run_1/clock_wires.png
Scale bar: 20 µm.
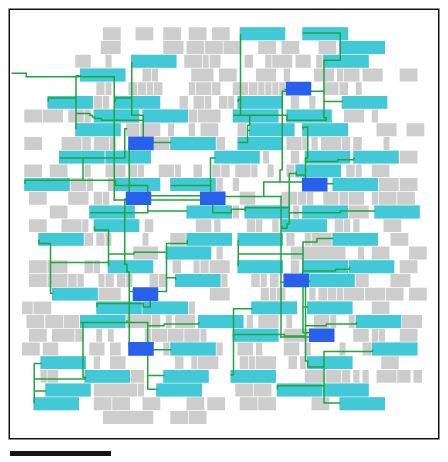
run_1/clock_nets.png
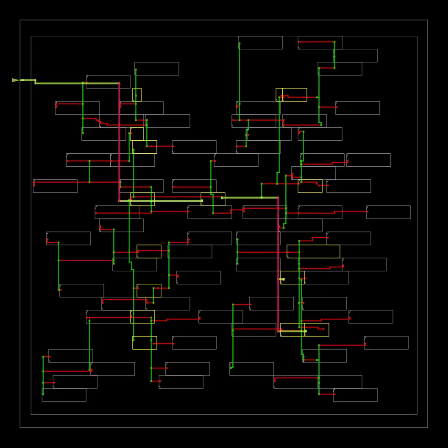
run_1/pinout.png
Pins as bars across the die edge, other pins in gray.
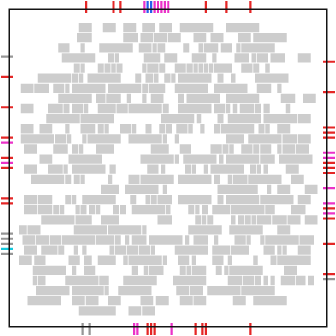
File: src/rtl/imm_ext_pkg.sv
// imm_ext_pkg: shared types and constants for the immediate-extension pipe.
package imm_ext_pkg;

    localparam int MODE_W = 2;

    typedef enum logic [MODE_W-1:0] {
        EXT_ZERO   = 2'b00,
        EXT_SIGN   = 2'b01,
        EXT_UPPER  = 2'b10,
        EXT_BRANCH = 2'b11
    } ext_mode_t;

endpackage

File: src/rtl/imm_ext_pipe_if.sv
// imm_ext_pipe_if: decode-side and execute-side handshakes of imm_ext_pipe.
// master = producer/consumer environment, slave = the extension pipe.
interface imm_ext_pipe_if #(
    parameter int IN_W  = 16,
    parameter int OUT_W = 32,
    parameter int DEPTH = 2
);
    localparam int CNT_W = $clog2(DEPTH) + 1;

    logic                            flush;
    logic                            in_valid;
    logic                            in_ready;
    logic [imm_ext_pkg::MODE_W-1:0]  in_mode;
    logic [IN_W-1:0]                 in_imm;
    logic                            out_valid;
    logic                            out_ready;
    logic [OUT_W-1:0]                out_data;
    logic [CNT_W-1:0]                occupancy;

    modport master (
        output flush, in_valid, in_mode, in_imm, out_ready,
        input  in_ready, out_valid, out_data, occupancy
    );

    modport slave (
        input  flush, in_valid, in_mode, in_imm, out_ready,
        output in_ready, out_valid, out_data, occupancy
    );
endinterface

File: src/rtl/imm_ext_fifo.sv
// imm_ext_fifo: DEPTH x W buffer with registered ready, count and flush.
// Flush has priority over push and pop; push is only honoured while ready.
module imm_ext_fifo #(
    parameter int W     = 32,
    parameter int DEPTH = 2
) (
    input  logic                     clk,
    input  logic                     rst_n,
    input  logic                     flush,
    input  logic                     push,
    input  logic                     pop,
    input  logic [W-1:0]             wr_data,
    output logic [W-1:0]             rd_data,
    output logic [$clog2(DEPTH):0]   count,
    output logic                     ready
);
    localparam int PTR_W = $clog2(DEPTH);
    localparam int CNT_W = PTR_W + 1;

    logic [PTR_W-1:0] wr_ptr_q, wr_ptr_d;
    logic [PTR_W-1:0] rd_ptr_q, rd_ptr_d;
    logic [CNT_W-1:0] count_q, count_d;
    logic             ready_q, ready_d;
    logic [W-1:0]     mem_q [DEPTH];
    logic [W-1:0]     mem_d [DEPTH];
    logic             push_ok_s;
    logic             pop_ok_s;

    assign push_ok_s = push && ready_q && !flush;
    assign pop_ok_s  = pop && (count_q != CNT_W'(0)) && !flush;

    // Next-state for pointers, count, storage and the registered ready flag.
    always_comb begin
        wr_ptr_d = wr_ptr_q;
        rd_ptr_d = rd_ptr_q;
        count_d  = count_q;
        mem_d    = mem_q;
        if (flush) begin
            wr_ptr_d = PTR_W'(0);
            rd_ptr_d = PTR_W'(0);
            count_d  = CNT_W'(0);
        end else begin
            if (push_ok_s) begin
                mem_d[wr_ptr_q] = wr_data;
                wr_ptr_d        = wr_ptr_q + PTR_W'(1);
            end else begin
                wr_ptr_d = wr_ptr_q;
            end
            if (pop_ok_s) begin
                rd_ptr_d = rd_ptr_q + PTR_W'(1);
            end else begin
                rd_ptr_d = rd_ptr_q;
            end
            count_d = count_q + CNT_W'(push_ok_s) - CNT_W'(pop_ok_s);
        end
        // Ready looks only at the next registered count, never at pop directly.
        ready_d = (count_d != CNT_W'(DEPTH));
    end

    // State registers; ready stays low throughout reset.
    always_ff @(posedge clk or negedge rst_n) begin
        if (!rst_n) begin
            wr_ptr_q <= PTR_W'(0);
            rd_ptr_q <= PTR_W'(0);
            count_q  <= CNT_W'(0);
            ready_q  <= 1'b0;
            for (int i = 0; i < DEPTH; i++) begin
                mem_q[i] <= W'(0);
            end
        end else begin
            wr_ptr_q <= wr_ptr_d;
            rd_ptr_q <= rd_ptr_d;
            count_q  <= count_d;
            ready_q  <= ready_d;
            mem_q    <= mem_d;
        end
    end

    assign rd_data = mem_q[rd_ptr_q];
    assign count   = count_q;
    assign ready   = ready_q;

endmodule

File: src/rtl/imm_ext_pipe.sv
// imm_ext_pipe: immediate extension (zero/sign/upper/branch) feeding a
// small output buffer between decode and execute.
// Optional feature macro: IMM_BRANCH_MODE_EN enables the branch-offset mode
// (sign-extend then shift left by 2); without it mode 11 behaves as ZERO.
module imm_ext_pipe
    import imm_ext_pkg::*;
#(
    parameter int IN_W  = 16,
    parameter int OUT_W = 32,
    parameter int DEPTH = 2
) (
    input  logic           clk,
    input  logic           rst_n,
    imm_ext_pipe_if.slave  bus
);
    localparam int CNT_W = $clog2(DEPTH) + 1;

    logic [OUT_W-1:0] zext_s;
    logic [OUT_W-1:0] sext_s;
    logic [OUT_W-1:0] ext_s;
    logic [CNT_W-1:0] count_s;
    logic             ready_s;

    assign zext_s = {{(OUT_W-IN_W){1'b0}}, bus.in_imm};
    assign sext_s = {{(OUT_W-IN_W){bus.in_imm[IN_W-1]}}, bus.in_imm};

    // Select the extended operand; UPPER drops any bits shifted past OUT_W.
    always_comb begin
        ext_s = zext_s;
        case (ext_mode_t'(bus.in_mode))
            EXT_ZERO:   ext_s = zext_s;
            EXT_SIGN:   ext_s = sext_s;
            EXT_UPPER:  ext_s = zext_s << (OUT_W - IN_W);
`ifdef IMM_BRANCH_MODE_EN
            EXT_BRANCH: ext_s = sext_s << 2'd2;
`else
            EXT_BRANCH: ext_s = zext_s;
`endif
            default:    ext_s = zext_s;
        endcase
    end

    imm_ext_fifo #(
        .W     (OUT_W),
        .DEPTH (DEPTH)
    ) u_fifo (
        .clk     (clk),
        .rst_n   (rst_n),
        .flush   (bus.flush),
        .push    (bus.in_valid),
        .pop     (bus.out_ready),
        .wr_data (ext_s),
        .rd_data (bus.out_data),
        .count   (count_s),
        .ready   (ready_s)
    );

    assign bus.in_ready  = ready_s;
    assign bus.out_valid = (count_s != CNT_W'(0));
    assign bus.occupancy = count_s;

endmodule

File: src/flat_wrapper.sv
// flat-port wrapper written by rule: the top's interface ports become plain ports
module imm_ext_pipe_flat import imm_ext_pkg::*;
#(
    parameter int IN_W  = 16,
    parameter int OUT_W = 32,
    parameter int DEPTH = 2
)
  (clk, rst_n, bus_flush, bus_in_valid, bus_in_mode, bus_in_imm, bus_out_ready, bus_in_ready, bus_out_valid, bus_out_data, bus_occupancy);
  imm_ext_pipe_if #(.IN_W(IN_W), .OUT_W(OUT_W), .DEPTH(DEPTH)) bus_i ();
  input  logic clk;
  input  logic rst_n;
  input wire logic [$bits(bus_i.flush)-1:0] bus_flush;
  input wire logic [$bits(bus_i.in_valid)-1:0] bus_in_valid;
  input wire logic [$bits(bus_i.in_mode)-1:0] bus_in_mode;
  input wire logic [$bits(bus_i.in_imm)-1:0] bus_in_imm;
  input wire logic [$bits(bus_i.out_ready)-1:0] bus_out_ready;
  output wire logic [$bits(bus_i.in_ready)-1:0] bus_in_ready;
  output wire logic [$bits(bus_i.out_valid)-1:0] bus_out_valid;
  output wire logic [$bits(bus_i.out_data)-1:0] bus_out_data;
  output wire logic [$bits(bus_i.occupancy)-1:0] bus_occupancy;
  assign bus_i.flush = bus_flush;
  assign bus_i.in_valid = bus_in_valid;
  assign bus_i.in_mode = bus_in_mode;
  assign bus_i.in_imm = bus_in_imm;
  assign bus_i.out_ready = bus_out_ready;
  assign bus_in_ready = bus_i.in_ready;
  assign bus_out_valid = bus_i.out_valid;
  assign bus_out_data = bus_i.out_data;
  assign bus_occupancy = bus_i.occupancy;
  imm_ext_pipe #(.IN_W(IN_W), .OUT_W(OUT_W), .DEPTH(DEPTH)) u_core (.clk(clk), .rst_n(rst_n), .bus(bus_i));
endmodule
File: config.mk
export PLATFORM = sky130hd
export DESIGN_NAME = imm_ext_pipe_flat
export DESIGN_NICKNAME = d
export VERILOG_FILES = /design/src/rtl/imm_ext_pkg.sv /design/src/rtl/imm_ext_pipe_if.sv /design/src/rtl/imm_ext_fifo.sv /design/src/rtl/imm_ext_pipe.sv /design/src/flat_wrapper.sv
export SDC_FILE = /design/constraint.sdc
export NUM_CORES = 1
export LEC_CHECK = 0
export CAP_MARGIN = 25
export CORE_MARGIN = 2
export CORE_UTILIZATION = 50
export CTS_CLUSTER_DIAMETER = 40
export CTS_CLUSTER_SIZE = 14
export DETAILED_ROUTE_END_ITERATION = 8
export MAX_ROUTING_LAYER = met4
export PLACE_DENSITY_LB_ADDON = 0.25
export SETUP_SLACK_MARGIN = 0.02
export SYNTH_ARGS = -nofsm -noshare
export SYNTH_HDL_FRONTEND = slang
export SYNTH_SLANG_ARGS = --single-unit
File: constraint.sdc
create_clock -name clk -period 5.87 [get_ports clk]
set_clock_uncertainty 0.15 [all_clocks]
set_input_delay 0.8805 -clock clk [delete_from_list [all_inputs] [get_ports clk]]
set_output_delay 0.8805 -clock clk [all_outputs]
set_load 0.05 [all_outputs]
==> Changelog: implementation, run 1 <==
## Flow update

* Final nets at 386
* GR Overflow Total at 0
* Largest net degree at the start of global routing at around 70
* Cell Type Count at 27
* Logic area at roughly 0.0014 mm²
* Cell Rows at 29
* Clock slew at reported path FFs at roughly 0.070 ns
* Cell area leaders: dfrtp_1 53%, mux2_2 11%, nand2_1 9.3%
* Initial antenna violation count at 0
* Post-synth area from yosys stat at around 0.0033 mm²
* Yosys cell count at slightly above 300
* Hold path start: u_core.u_fifo.mem_q[8]$_DFFE_PN0P_
* CP max stage delay at 0.70 ns
* Worst EP required at between 4 and 5 ns
* Final Setup Violations at 0
* FILL cells at 538
* Ant diodes at 0
* Overall Global Routing Usage at 0.200
* Min cycle time layout at 3.54 ns
* Pre-CTS setup slack at between 2 and 3 ns
* CTS Sinks at between 60 and 70
* Core Box Area at 0.00635 mm²
* EDFF count, synth at 0
* Post-synth top area cell: dfrtp_1
* Startpoint Class: flip-flop
* Kind of critical path: flip-flop to output port
* Worst Setup SP: u_core.u_fifo.rd_ptr_q$_DFFE_PN0P_
* RSZ-0062 raised after global routing: no
* Rel. slew slack at 0.431
* Drt pass-1 iters at 4
* Mean Syn Cell Area at approximately 11 µm²
* Launch point of the worst reg-to-reg path: u_core.u_fifo.ready$_DFF_PN0_
* Status: completed
* CTS tree: built
* Delay-heaviest family, CP: buffers and inverters
* First-pass GRT wire length at 11.1 mm
* Fmax at between 0.2 and 0.3 GHz
* Post-CTS resize count at 0
* CP Cell Sequence: buf_4, mux2_2, clkdlybuf4s50_1
* Worst setup margin at 2.33 ns
* VDD IR max at between 0.2 and 0.25 mV
* Setup TNS at 0 ns
* Top-area cell share at 0.527
* Share of post-route cells with drive strength above 1 at 0.225
* Final core occ at 0.631
* Die area at 0.00722 mm²
* Top cells by count: 81 x nand2_1, 69 x dfrtp_1, 35 x o21ai_0, 32 x mux2_2, 25 x o21ai_2
* Yosys reg bits at ~69
* Pwr dens at about 450 mW/mm²
* Placed cell area at 0.00380 mm²
* Pins over their slew limit at 0
* Wirelength per Cell at about 15 µm
* Setup Buffers After CTS at 0
* R2r setup slk at 3.62 ns
* H-tree levels at 3
* Main flop type: dfrtp_1
* Reg2reg path depth at 8
* HPWL after DPL at 4.28 mm
* Worst path depth at 3
* DR vias at 2336
* Slowest CP cell: clkdlybuf4s50_1
* Synth Warn # at 0
* Tcrit/Tclk final at 0.603
* Remaining antenna violation count at 0
* Mapped Nets at 336
* Register share after synthesis at 0.527
* Hold-fix buffers, CTS at 0
* Pwr Total at around 1.8 mW
* Worst Hold Class: flip-flop to flip-flop
* Residual DRC at 0
* Hold Crit Depth at 2
* CP Buf/Inv Count at 2
* Vias in the first global route at around 2.3k
* R2R Path End: u_core.u_fifo.ready$_DFF_PN0_
* Post-Layout Inst Area at 0.00401 mm²
* Root Buffer: clkbuf_8
Notes on clock_wires.png above:
[clock-net drivers] blue | count: 9
[flip-flops] cyan | count: 69
[clock wires] green | length: 839 µm
flops lie: widely spread
Clk power: 0.404 mW
Clk pwr share: 0.224

Notes on clock_nets.png above:
number of CTS-inserted buffers: 9
FFs & Latches: 69

Notes on pinout.png above:
[bus_flush] cyan | pins: 1 | direction: input | edge: west
[bus_in_imm] magenta | pins: 16 | direction: input | edge: 6 north, 5 east, 3 south, 2 west
[bus_in_mode] blue | pins: 2 | direction: input | edge: north
[bus_out_data] red | pins: 32 | direction: output | edge: 12 east, 7 south, 7 west, 6 north
all pins by edge: 18 east, 15 west, 14 north, 12 south
IO buf count: 58
die extent in x: 85.0 µm

run 1: cell families (layout without fill, tap and decap cells):
group	after synthesis	count (layout)	share of synthesized area
mux	32	32	0.110
compound gates	81	81	0.152
xor+xnor	4	4	0.0107
buf+inv	25	80	0.0622
simple gates	94	94	0.123
flops	69	69	0.527
fa+ha+maj	4	4	0.0153
run 1: per-layer routing:
metal	GRT usage	wire (µm)	vias to the layer above
li1	-	-	1147
met1	0.287	3260	1132
met2	0.284	2990	52
met3	0.0379	289	5
met4	0.0765	52	0
met5	-	0	-
run 1: state kept, by name, summed over array words and instances (netlist names):
name and cells:
u_core.u_fifo.rd_ptr_q 1, u_core.u_fifo.wr_ptr_q 1, u_core.u_fifo.ready 1, u_core.u_fifo.mem_q 64
u_core.u_fifo.count 2
run 1: metrics by stage:
step	instances	hold WS (ns)
2_1_floorplan	309	0.294
3_3_place_gp	425	0.306
3_5_place_dp	425	0.316
4_1_cts	441	0.333
5_1_grt	441	0.351
6_report	441	0.328
run 1: cell usage in the layout (no fill, tap or decap), types with 4 or more instances in the layout:
cell type        Yosys  routed
a21oi_1             15      15
clkbuf_8             0      12
clkdlybuf4s50_1      0      57
dfrtp_1             69      69
ha_1                 4       4
mux2_2              32      32
nand2_1             81      81
nor2_1               4       4
o21ai_0             35      35
o21ai_1              6       6
o21ai_2             25      25
run 1: area by class of cell:
type | instances | area share
sequential | 69 | 0.431
multi-input combinational | 215 | 0.340
timing repair buffer | 61 | 0.149
clock buffer | 13 | 0.0421
tap | 77 | 0.0240
clock inverter | 3 | 0.0106
inverter | 3 | 0.00281
run 1: power by group:
part	internal (mW)	switching [mW]
sequential	0.608	0.0792
combinational	0.268	0.442
clock	0.231	0.174
## Run 2: what changed since run 1
clock period = 3.3 ns   (was 5.87 ns; I/O delays follow)
run_2/layers.png
Scale bar: 20 µm.
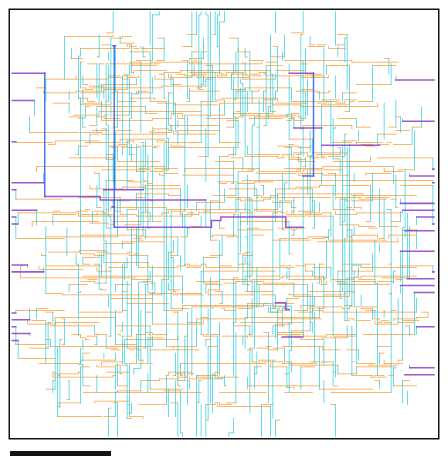
[M1] orange | wire length: 3240 µm
[M2] cyan | wire length: 3050 µm
[M3] purple | wire length: 237 µm
[M4] blue | wire length: 80.9 µm
Wirelength per Cell: 15.0 µm
Overall Global Routing Usage: 0.200
DR vias: 2281
final WL: 6.61 mm

==> run 2 against run 1 <==
Effect of this change:
- sequential cell count is the same
- total power grew 85%
- sequential power rose by 77%
- clock-buffer cell count down 2
- area after synthesis is the same
- critical path depth unchanged
- register-to-register slack got worse by 2.6 ns
- die area is the same
- first-iteration DRC count is 56% lower
- sequential share of layout area is 0.15 points higher
- largest cell class unchanged
- highest routed layer unchanged
==> Changelog: implementation, run 2 <==
## Flow update

* Post-Layout Inst Area at 0.00399 mm² (-0.34%)
* Worst EP required at 2.65 ns (-2.19 ns)
* CP Cell Sequence: buf_12, mux2_2, buf_4
* Die height at 85.0 µm
* Initial antenna violation count at 0 (unchanged)
* DR vias/cell at 5.16
* Tool warnings at 27
* Post-synth top area cell: dfrtp_1
* Tcrit/Tclk final at 0.767
* Setup Buffers After CTS at 0 (unchanged)
* Max-Cap Viols at 0
* Placed cell area at 0.00374 mm² (-1.6%)
* Synth Area in Compound Gates at 0.152 (unchanged)
* Largest net degree at the start of global routing at 70 (unchanged)
* CP max stage delay at 0.71 ns (about the same)
* Die area at 0.00722 mm² (unchanged)
* Hold-fix buffers, CTS at 0 (unchanged)
* Setup TNS at 0 ns (unchanged)
* Most frequent cells in the layout: 81 x nand2_1, 69 x dfrtp_1, 35 x o21ai_0, 35 x buf_4, 32 x mux2_2
* Largest logic family: AND-OR/OR-AND gates
* Worst Tran Pin Value at 0.858 ns
* HPWL after DPL at 4.25 mm (-0.75%)
* Worst setup margin at 0.768 ns (-1.56 ns)
* Fin. Hold Viols at 0
* Yosys cell count at 309 (unchanged)
* Leak pwr at approximately 1.9 nW
* Rel. slew slack at 0.428 (-0.00294)
* Residual DRC at 0 (unchanged)
* Startpoint Class: flip-flop
* Worst path arrival time at 1.89 ns
* Vias in the first global route at 2287 (+1.3%)
* Mapped Area at 0.00328 mm²
* Kind of critical path: flip-flop to output port
* H-tree levels at 3 (unchanged)
* Die extent in x at 85.0 µm (unchanged)
* Max reg flops at 64 (unchanged)
* Fmax at 0.395 GHz
* Min cycle time layout at ~2.5 ns
* Most flops, register: u_core.u_fifo.mem_q
* Yosys reg bits at 69 (unchanged)
* Share of post-route cells with drive strength above 1 at 0.318 (+0.0925)
* Pins over their slew limit at 0 (unchanged)
* Dpl cells at 426 (+0.24%)
* Cell Type Count at 27 (unchanged)
* Final Setup Violations at 0 (unchanged)
* RSZ-0062 raised after global routing: no
* Effective utilization at floorplan at 0.516
* Top cells by count: 81 x nand2_1, 69 x dfrtp_1, 35 x o21ai_0, 32 x mux2_2, 25 x o21ai_2
* Crit-path max FO at 22
* CTS tree: built
* Status: completed
* Clock slew at reported path FFs at 0.07 ns (about the same)
* Root Buffer: clkbuf_8
* Delay-heaviest family, CP: flip-flops
* Hold slack final at 0.198 ns (-0.130 ns)
* Placer Congestion at 0.756
* Most instantiated logic cell after routing: nand2_1
* CP Buf/Inv Count at 2 (unchanged)
* Mapped Nets at 336 (unchanged)
* Layout Cells excl Fill at 442 (+0.23%)
* EDFF count, synth at 0 (unchanged)
* Worst Hold Class: input pin to async pin
* Pwr dens at 833 mW/mm² (+85%)
* Late-Pin Clk Latency at 0.35 ns
* Ant diodes at 0 (unchanged)
* GR Overflow Total at 0 (unchanged)
* FA/HA/MAJ Cells, Area Fraction at 0.0153 (unchanged)
* Crit path capture type: output port
* Synth Warn # at 0 (unchanged)
* Yosys simple share at 0.123 (unchanged)
* VDD IR max at 0.393 mV (+60%)
* Pwr Total at 3.33 mW (+85%)
* Post-synthesis cell count at 309
* Clk buf depth at 2
* Post-synth area from yosys stat at 0.00328 mm² (unchanged)
* Cell Rows at 29 (unchanged)
* Pre-CTS setup slack at 0.434 ns (-2.17 ns)
* Register share after synthesis at 0.527 (unchanged)
* Mean Syn Cell Area at 10.6 µm² (unchanged)
* Slowest CP cell: dfrtp_1
* Drt initial violations at 88
* Main flop type: dfrtp_1
* Cell area leaders: dfrtp_1 53%, mux2_2 11%, nand2_1 9.3%
* Most common cell in the netlist: nand2_1
* Top-area cell share at 0.527 (unchanged)
* Synth mux share at 0.110 (unchanged)
* CTS Sinks at 69 (unchanged)
* Final nets at 387 (+0.26%)
* Drt pass-1 iters at 4 (unchanged)
* Top Ports at 59
* Area Overhead vs Synth at 21.8%
* Number of CTS-inserted buffers at 9 (unchanged)
* XOR Share, Synth at 0.0107 (unchanged)
* First-pass GRT wire length at 11.0 mm (-1.0%)
* Post-CTS resize count at 0 (unchanged)
* Core Box Area at 0.00635 mm² (unchanged)
* Remaining antenna violation count at 0 (unchanged)
* IO buf count at 58 (unchanged)
* Post-synth ARST share at 1.00
* Final core occ at 0.629 (-0.00217)
run_2/pinout.png
Pins as bars across the die edge, other pins in gray.
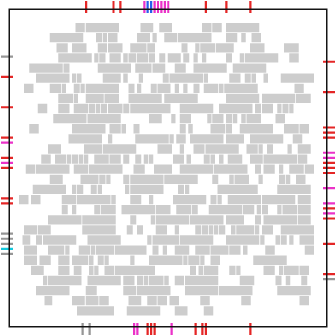
[bus_out_data] red | pins: 32 | direction: output | edge: 12 east, 7 south, 7 west, 6 north
[bus_flush] cyan | pins: 1 | direction: input | edge: west
[bus_in_mode] blue | pins: 2 | direction: input | edge: north
[bus_in_imm] magenta | pins: 16 | direction: input | edge: 6 north, 5 east, 3 south, 2 west

==> run 2: metal layers <==
layer	vias up	wire, µm	track usage
met5	-	0	-
met4	0	80	0.0649
met3	7	236	0.0496
met2	52	3050	0.291
met1	1078	3240	0.278
li1	1144	-	-
==> run 2: final cells by class <==
type | instances | area (µm²)
multi-input combinational | 215 | 1360
sequential | 69 | 1730
tap | 77 | 96.3
clock buffer | 11 | 151
timing repair buffer | 62 | 538
inverter | 3 | 11.3
fill | 539 | 2360
clock inverter | 5 | 106
==> run 2: worst paths after layout <==
check                                                    start                                   to  slack [ns]  depth (start not counted)
max                         u_core.u_fifo.rd_ptr_q$_DFFE_PN0P_                      bus_out_data[4]        0.77                          3
min                                                      rst_n  u_core.u_fifo.mem_q[11]$_DFFE_PN0P_        0.20                          2
max reg2reg                      u_core.u_fifo.ready$_DFF_PN0_        u_core.u_fifo.ready$_DFF_PN0_        1.07                          8
min reg2reg                u_core.u_fifo.mem_q[63]$_DFFE_PN0P_  u_core.u_fifo.mem_q[63]$_DFFE_PN0P_        0.33                          2
max in group asynchronous                                rst_n  u_core.u_fifo.mem_q[30]$_DFFE_PN0P_        2.25                          2
min in group clk           u_core.u_fifo.mem_q[63]$_DFFE_PN0P_  u_core.u_fifo.mem_q[63]$_DFFE_PN0P_        0.33                          2
==> run 2: power breakdown <==
part | internal, mW | switching, mW
combinational | 0.443 | 0.795
clock | 0.545 | 0.330
sequential | 1.08 | 0.135
==> run 2: kinds of logic (layout without fill, tap and decap cells) <==
| kind of cell | count (synthesis) | in the layout |
|---|---|---|
| AOI/OAI and AO/OA | 81 | 81 |
| and+or+nand+nor | 94 | 94 |
| adders and majority gates | 4 | 4 |
| DFF | 69 | 69 |
| muxes | 32 | 32 |
| buffers and inverters | 25 | 81 |
| xor gates and xnor gates | 4 | 4 |
Power figures rest on the tool's default switching activity, not on a simulated workload.
